==> src/rtl/ball_motion_engine.sv <==
// ball_motion_engine: per-frame brick probing and wall/platform/brick bounce resolution
module ball_motion_engine #(
  parameter int W      = 10,
  parameter int X_MAX  = 160,
  parameter int Y_MAX  = 120,
  parameter int SIZE   = 4,
  parameter int PLAT_Y = 64,
  parameter int PLAT_W = 20,
  parameter int HP_W   = 2,
  parameter int RD_LAT = 1
) (
  input  logic            clk,
  input  logic            reset,
  input  logic            start,
  input  logic [W-1:0]    ball_x,
  input  logic [W-1:0]    ball_y,
  input  logic [W-1:0]    plat_x,
  output logic [W-1:0]    probe_x,
  output logic [W-1:0]    probe_y,
  input  logic [W-1:0]    brick_x,
  input  logic [W-1:0]    brick_y,
  input  logic [HP_W-1:0] health,
  output logic            x_dir,
  output logic            y_dir,
  output logic            busy,
  output logic            done,
  output logic            hit_y_valid,
  output logic            hit_x_valid,
  output logic [W-1:0]    hit_y_bx,
  output logic [W-1:0]    hit_y_by,
  output logic [W-1:0]    hit_x_bx,
  output logic [W-1:0]    hit_x_by,
  output logic            plat_hit,
  output logic            miss
);
  typedef enum logic [2:0] {IDLE, PY0, PY1, PX0, PX1, RESOLVE} state_t;
  localparam logic [W-1:0] SZ  = W'(SIZE);
  localparam logic [W-1:0] XM  = W'(X_MAX);
  localparam logic [W-1:0] YM  = W'(Y_MAX);
  localparam logic [W-1:0] PY  = W'(PLAT_Y);
  localparam logic [W-1:0] PW  = W'(PLAT_W);
  localparam logic [1:0]   LAT = 2'(RD_LAT);
  state_t state_q, state_d;
  logic [1:0] cnt_q, cnt_d;
  logic [W-1:0] probe_x_q, probe_y_q, pt_x, pt_y, x_lead, y_lead;
  logic x_dir_q, y_dir_q, x_dir_d, y_dir_d, done_q, plat_q, miss_q;
  logic hyv_q, hxv_q;
  logic [W-1:0] hybx_q, hyby_q, hxbx_q, hxby_q;
  logic x_skip, y_skip, probing, addr, last, hit, accept, res, y_phase;
  logic x_wall0, x_wall1, y_wall0, y_wall1, plat_c;
  state_t x_first;
  assign y_lead  = y_dir_q ? ball_y + SZ : ball_y - 1'b1;
  assign x_lead  = x_dir_q ? ball_x + SZ : ball_x - 1'b1;
  assign y_skip  = y_dir_q ? (ball_y + SZ >= YM) : (ball_y == '0);
  assign x_skip  = x_dir_q ? (ball_x + SZ >= XM) : (ball_x == '0);
  assign x_first = x_skip ? RESOLVE : PX0;
  assign probing = state_q inside {PY0, PY1, PX0, PX1};
  assign y_phase = state_q inside {PY0, PY1};
  assign addr    = probing && cnt_q == 2'd0;
  assign last    = probing && cnt_q == LAT;
  assign hit     = last && health != '0;
  assign accept  = state_q == IDLE && start && !done_q;
  assign res     = state_q == RESOLVE;
  assign pt_x    = y_phase ? (state_q == PY1 ? ball_x + SZ - 1'b1 : ball_x) : x_lead;
  assign pt_y    = y_phase ? y_lead : (state_q == PX1 ? ball_y + SZ - 1'b1 : ball_y);
  assign probe_x = addr ? pt_x : probe_x_q;
  assign probe_y = addr ? pt_y : probe_y_q;
  assign x_wall0 = ball_x == '0;
  assign x_wall1 = ball_x >= XM - SZ;
  assign y_wall0 = ball_y == '0;
  assign y_wall1 = ball_y >= YM - SZ;
  assign plat_c  = y_dir_q && ball_y + SZ == PY && ball_x + SZ > plat_x && ball_x < plat_x + PW;
  assign x_dir_d = x_wall0 ? 1'b1 : x_wall1 ? 1'b0 : hxv_q ? ~x_dir_q : x_dir_q;
  assign y_dir_d = y_wall0 ? 1'b1 : (y_wall1 || plat_c) ? 1'b0 : hyv_q ? ~y_dir_q : y_dir_q;
  assign x_dir       = x_dir_q;
  assign y_dir       = y_dir_q;
  assign busy        = state_q != IDLE;
  assign done        = done_q;
  assign plat_hit    = plat_q;
  assign miss        = miss_q;
  assign hit_y_valid = hyv_q;
  assign hit_x_valid = hxv_q;
  assign hit_y_bx    = hybx_q;
  assign hit_y_by    = hyby_q;
  assign hit_x_bx    = hxbx_q;
  assign hit_x_by    = hxby_q;
  // Next state: skipped probes cost zero cycles, so transitions jump straight past them
  always_comb begin
    state_d = state_q;
    cnt_d   = (probing && !last) ? cnt_q + 2'd1 : 2'd0;
    case (state_q)
      IDLE:    if (accept) state_d = y_skip ? x_first : PY0;
      PY0:     if (last) state_d = hit ? x_first : PY1;
      PY1:     if (last) state_d = x_first;
      PX0:     if (last) state_d = hit ? RESOLVE : PX1;
      PX1:     if (last) state_d = RESOLVE;
      RESOLVE: state_d = IDLE;
      default: state_d = IDLE;
    endcase
  end
  // State, directions, pulses, probe hold and hit latches
  always_ff @(posedge clk or posedge reset) begin
    if (reset) begin
      state_q   <= IDLE;
      cnt_q     <= 2'd0;
      x_dir_q   <= 1'b0;
      y_dir_q   <= 1'b0;
      done_q    <= 1'b0;
      plat_q    <= 1'b0;
      miss_q    <= 1'b0;
      probe_x_q <= '0;
      probe_y_q <= '0;
      hyv_q     <= 1'b0;
      hxv_q     <= 1'b0;
      hybx_q    <= '0;
      hyby_q    <= '0;
      hxbx_q    <= '0;
      hxby_q    <= '0;
    end else begin
      state_q <= state_d;
      cnt_q   <= cnt_d;
      done_q  <= res;
      miss_q  <= res && !y_wall0 && y_wall1;
      plat_q  <= res && !y_wall0 && !y_wall1 && plat_c;
      if (res) begin
        x_dir_q <= x_dir_d;
        y_dir_q <= y_dir_d;
      end
      if (addr) begin
        probe_x_q <= pt_x;
        probe_y_q <= pt_y;
      end
      if (accept) begin
        hyv_q  <= 1'b0;
        hxv_q  <= 1'b0;
        hybx_q <= '0;
        hyby_q <= '0;
        hxbx_q <= '0;
        hxby_q <= '0;
      end else if (hit && y_phase) begin
        hyv_q  <= 1'b1;
        hybx_q <= brick_x;
        hyby_q <= brick_y;
      end else if (hit) begin
        hxv_q  <= 1'b1;
        hxbx_q <= brick_x;
        hxby_q <= brick_y;
      end
    end
  end
endmodule

==> config.mk <==
export PLATFORM = sky130hd
export DESIGN_NAME = ball_motion_engine
export DESIGN_NICKNAME = d
export VERILOG_FILES = /design/src/rtl/ball_motion_engine.sv
export SDC_FILE = /design/constraint.sdc
export NUM_CORES = 1
export LEC_CHECK = 0
export ABC_AREA = 1
export CAP_MARGIN = 20
export CELL_PAD_IN_SITES_DETAIL_PLACEMENT = 0
export CELL_PAD_IN_SITES_GLOBAL_PLACEMENT = 2
export CORE_AREA = 5 5 147 149
export DETAILED_ROUTE_END_ITERATION = 8
export DIE_AREA = 0 0 152 154
export GPL_ROUTABILITY_DRIVEN = 0
export PLACE_DENSITY_LB_ADDON = 0.1
export SLEW_MARGIN = 25
export SYNTH_ARGS = -nofsm -noshare
export SYNTH_HDL_FRONTEND = slang
export SYNTH_SLANG_ARGS = --single-unit
==> constraint.sdc <==
create_clock -name clk -period 3.6 [get_ports clk]
set_clock_uncertainty 0.1 [all_clocks]
set_input_delay 1.08 -clock clk [delete_from_list [all_inputs] [get_ports clk]]
set_output_delay 1.08 -clock clk [all_outputs]
set_load 0.05 [all_outputs]
==> PnR_summary.wiki <==
== Run summary ==
{| class="wikitable"
! Metric !! Value
|-
| Grt total ovfl || 0
|-
| RSZ-0062 raised after global routing || yes
|-
| Violation count after the first detailed-routing iteration || 214
|-
| Instance tally after logic synthesis || 673
|-
| First-pass DRT Iterations || 4
|-
| Status || complete, but fails checks
|-
| Number of pins exceeding their max-slew limit in the final report || 0
|-
| Violations in the final reports || negative setup slack
|-
| Number of nets in the final layout || 1,059
|-
| Post-synthesis sequential area ratio || 0.3535
|-
| Path category of the worst min-delay check || flip-flop to flip-flop
|-
| DIE HEIGHT || 154 um
|-
| Number of buffers and inverters on the critical path || 5
|-
| Dominant register cell in the synthesized netlist || sky130_fd_sc_hd__dfrtp_1
|-
| Maxcap violations || 0
|-
| Residual DRC || 0
|-
| Slew at the pin closest to its max-slew limit || 0.8085 ns
|-
| Cell count in the Yosys report || 673
|-
| EDFF count, synth || 0
|-
| Total I/O pin count || 123
|-
| Ranking of synthesized cells by instance count || sky130_fd_sc_hd__nand2_1 (128), sky130_fd_sc_hd__inv_1 (102), sky130_fd_sc_hd__nor2_1 (88)
|-
| Critical path start-end classification || input pin to output port
|-
| Worst hold path stage count || 1
|-
| Antenna Diode Count || 0
|-
| Delay of the slowest cell on the worst path || 0.23 ns
|-
| Final worst slack || -0.2923 ns
|-
| Clk pin slew, worst setup/hold paths || 0.06 ns
|-
| Top-count cell post-synth || sky130_fd_sc_hd__nand2_1
|-
| Yosys synthesis chip area || 5097 um^2
|-
| Average instance area after synthesis || 7.574 um^2
|-
| Worst Setup End Kind || output port
|-
| Hold Vio Cnt, Final || 0
|-
| Initial antenna violation count || 0
|-
| Top cell type by total area after synthesis || sky130_fd_sc_hd__dfrtp_1
|-
| Post-synthesis register bit count || 72
|-
| Highest-delay cell along the critical path || sky130_fd_sc_hd__a21oi_4
|-
| Final setup TNS || -1.927 ns
|-
| Number of logged tool warnings || 37
|-
| Yosys cell types || 35
|-
| Maximum vdd ir drop || 0.9108 mV
|-
| Ys Warns || 0
|-
| Number of cells on the critical path || 14
|-
| Highest achievable clock rate || 0.2569 GHz
|-
| Wire length of the first global-routing pass || 29.59 mm
|-
| Average vias per placed instance || 4.426
|-
| Element type at the critical path start || input pin
|-
| CTS H-tree lvls || 3
|-
| Leakage power figure || 4.408 nW
|-
| Fraction of layout instances using a drive strength above 1 || 0.4204
|-
| Init Core Util || 0.2544
|-
| Netlist Area Pre-Place || 5097 um^2
|-
| Top cells, area || sky130_fd_sc_hd__dfrtp_1 (35%), sky130_fd_sc_hd__nand2_1 (9.4%), sky130_fd_sc_hd__inv_1 (7.5%)
|-
| Ordered cell list for the critical path || buf_8 > clkinvlp_4 > buf_6 > nor2_4 > nand2_1 > nand2_2 > inv_2 > nor2_2 > nand3_2 > nor3_2 > xor2_1 > nand2_1 > a21oi_4 > buf_12
|-
| Floorplan die width || 152 um
|-
| Antenna-violating nets left || 0
|-
| FF-to-FF setup slack || 1.36 ns
|-
| Origin of the worst min-delay path || cnt_q[0]$_DFF_PP0_
|-
| Final worst path period share || 1.081
|-
| Port Buffers || 122
|-
| Critical path data required time || 2.42 ns
|-
| End of the worst hold path || cnt_q[0]$_DFF_PP0_
|-
| Register cell area after layout || 1804 um^2
|-
| Via count of the first global-routing pass || 5,808
|-
| Area Growth Syn to Fin || 85.13%
|-
| Logic area || 3567 um^2
|-
| Highest net fanout along the worst path || 3
|-
| Fillers || 2,009
|-
| Total of hold buffers inserted after clock tree synthesis || 0
|-
| Setup-violating endpoint count in the final report || 11
|-
| Die Footprint || 23,410 um^2
|-
| Worst-case reg-to-reg path depth || 10
|}
==> registers in the layout, summed over array words and instances, names as in the netlist, 2 cells and up <==
signal	cells
probe_x_q	10
hit_y_by	10
probe_y_q	10
hit_x_bx	10
state_q	3
cnt_q	2
hit_x_by	10
hit_y_bx	10
==> placed cells by master, fill, tap and decap left out, drive strengths merged, types with 3 or more instances in the layout <==
cell,instances
nand4,5
o21ai,40
dlygate4sd2,5
dlymetal6s2s,3
xnor2,3
clkinvlp,8
xor2,18
o211ai,10
clkbuf,10
nand3,28
a21oi,40
buf,219
dfrtp,72
nor3,11
o221ai,4
a31oi,12
clkdlybuf4s50,80
nor2,89
mux2,40
nand2,131
inv,105
ha,29
o31ai,4
clkdlybuf4s15,3
==> power by group <==
| part | leakage (nW) | internal [mW] | switching [mW] |
|---|---|---|---|
| Sequential | 0.866 | 1.21 | 0.201 |
| Combinational | 3.41 | 2.54 | 3.76 |
| Clock | 0.127 | 0.487 | 0.389 |
==> what timing repair did <==
| item | CTS | global route |
|---|---|---|
| cloned | 0 | 1 |
| pin swaps | 82 | 58 |
| setup buffers | 54 | 21 |
| endpoints found under the setup margin | 21 | 20 |
| resized | 233 | 70 |
==> how the worst max path moves through the flow <==
| stage | from | end | slack (ns) |
|---|---|---|---|
| 2_1_floorplan | ball_y[0] | probe_y[8] | -0.23 |
| 4_1_cts | ball_x[2] | probe_x[9] | -0.38 |
| 6_report | ball_x[2] | probe_x[8] | -0.29 |
| 3_3_place_gp | ball_y[3] | probe_y[8] | -0.88 |
| 5_1_grt | ball_x[2] | probe_x[9] | -0.42 |
| 3_5_place_dp | ball_y[3] | probe_y[8] | -0.90 |
==> per-layer routing <==
metal / vias up / GRT usage / wire length (um)
li1: 2805 / - / -
met3: 14 / 0.03148 / 624
met5: - / 0 / 0
met2: 111 / 0.2631 / 9015
met4: 0 / 0.03382 / 197
met1: 2602 / 0.2032 / 8694
==> kinds of logic after synthesis <==
group / share of synthesized area
and+or+nand+nor: 0.2160
buffers and inverters: 0.1009
AOI/OAI and AO/OA: 0.1340
DFF: 0.3535
muxes: 0.08836
adders and majority gates: 0.07118
xor gates and xnor gates: 0.03608
==> layout make-up <==
cell class	instances	share of cell area
multi-input combinational	473	0.3780
timing repair buffer	310	0.3169
sequential	72	0.1912
inverter	108	0.04760
tap	270	0.03580
clock buffer	10	0.02532
clock inverter	6	0.004641
timing repair inverter	1	0.0005304
==> stage by stage <==
step	worst slack (ns)	utilization	power, mW	hold slack, ns	area, um^2
after CTS	-0.3833	0.4528	8.470	0.3678	9074
final	-0.2923	0.4709	8.583	0.3607	9437
after floorplan	-0.2266	-	4.949	0.3299	5305
after global placement	-0.8756	0.3944	7.252	0.3456	7903
after global routing	-0.4227	0.4709	9.066	0.3795	9437
after detailed placement	-0.9002	0.3944	7.290	0.3591	7903
Figure 1. Wiring by layer.
Scale: 2 px per um. Two of the layers only.
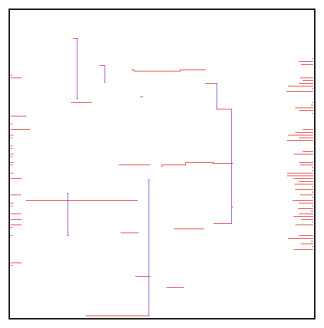
Purple shows M4, wire length 197 um. Red shows M3, wire length 625 um.
wire length after detailed routing: 18.53 mm
combined global-route utilization of all metal layers: 0.1545
vias post-DR: 5,532
average wire length per cell after detail routing: 14.82 um

Figure 2. Metal 4.
Scale: 2 px per um.
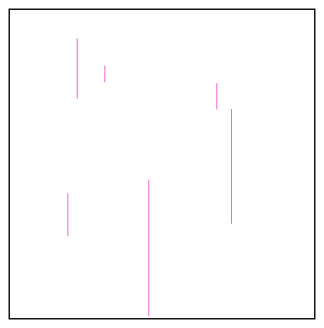
The longest straight run is 68.0 um. The layer carries 197 um of wire. The layer holds 1.1% of the routed length. 5 nets have wire on it.

Figure 3. Clock routing.
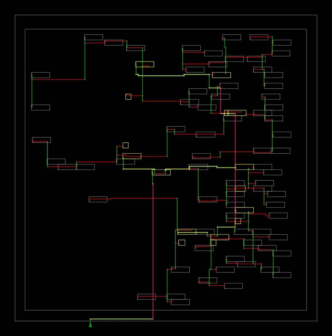
number of buffers inserted during clock tree synthesis: 9
Clock buffer cells: 10
clock sink total: 72
clk ins delay skew pair: 0.34 ns

Figure 4. I/O pins on the die edge.
Scale: 2 px per um. Pins as bars across the die edge, other pins in grey.
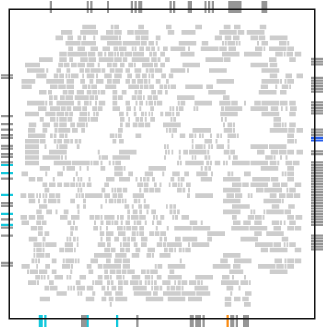
Blue shows health, pins 2, direction input, edge right. Orange shows reset, pins 1, direction input, edge bottom. Cyan shows ball_x, pins 10, direction input, edge 5 bottom, 5 left.
All pins by edge: 51 right, 25 left, 25 top, 22 bottom.

Figure 5. Gate families picked out.
Scale: 2 px per um.
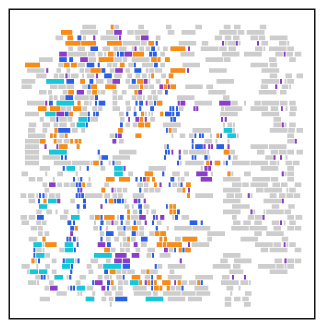
Blue shows nand cells, cells 164, most used nand2_1. Orange shows aoi and oai cells, cells 116, most used a21oi_1. Cyan shows fa/ha/maj cells, cells 29, most used ha_1. Purple shows nor cells, cells 101, most used nor2_1, where widely spread.

No activity file was given, so power comes from the tool's default toggle rates.
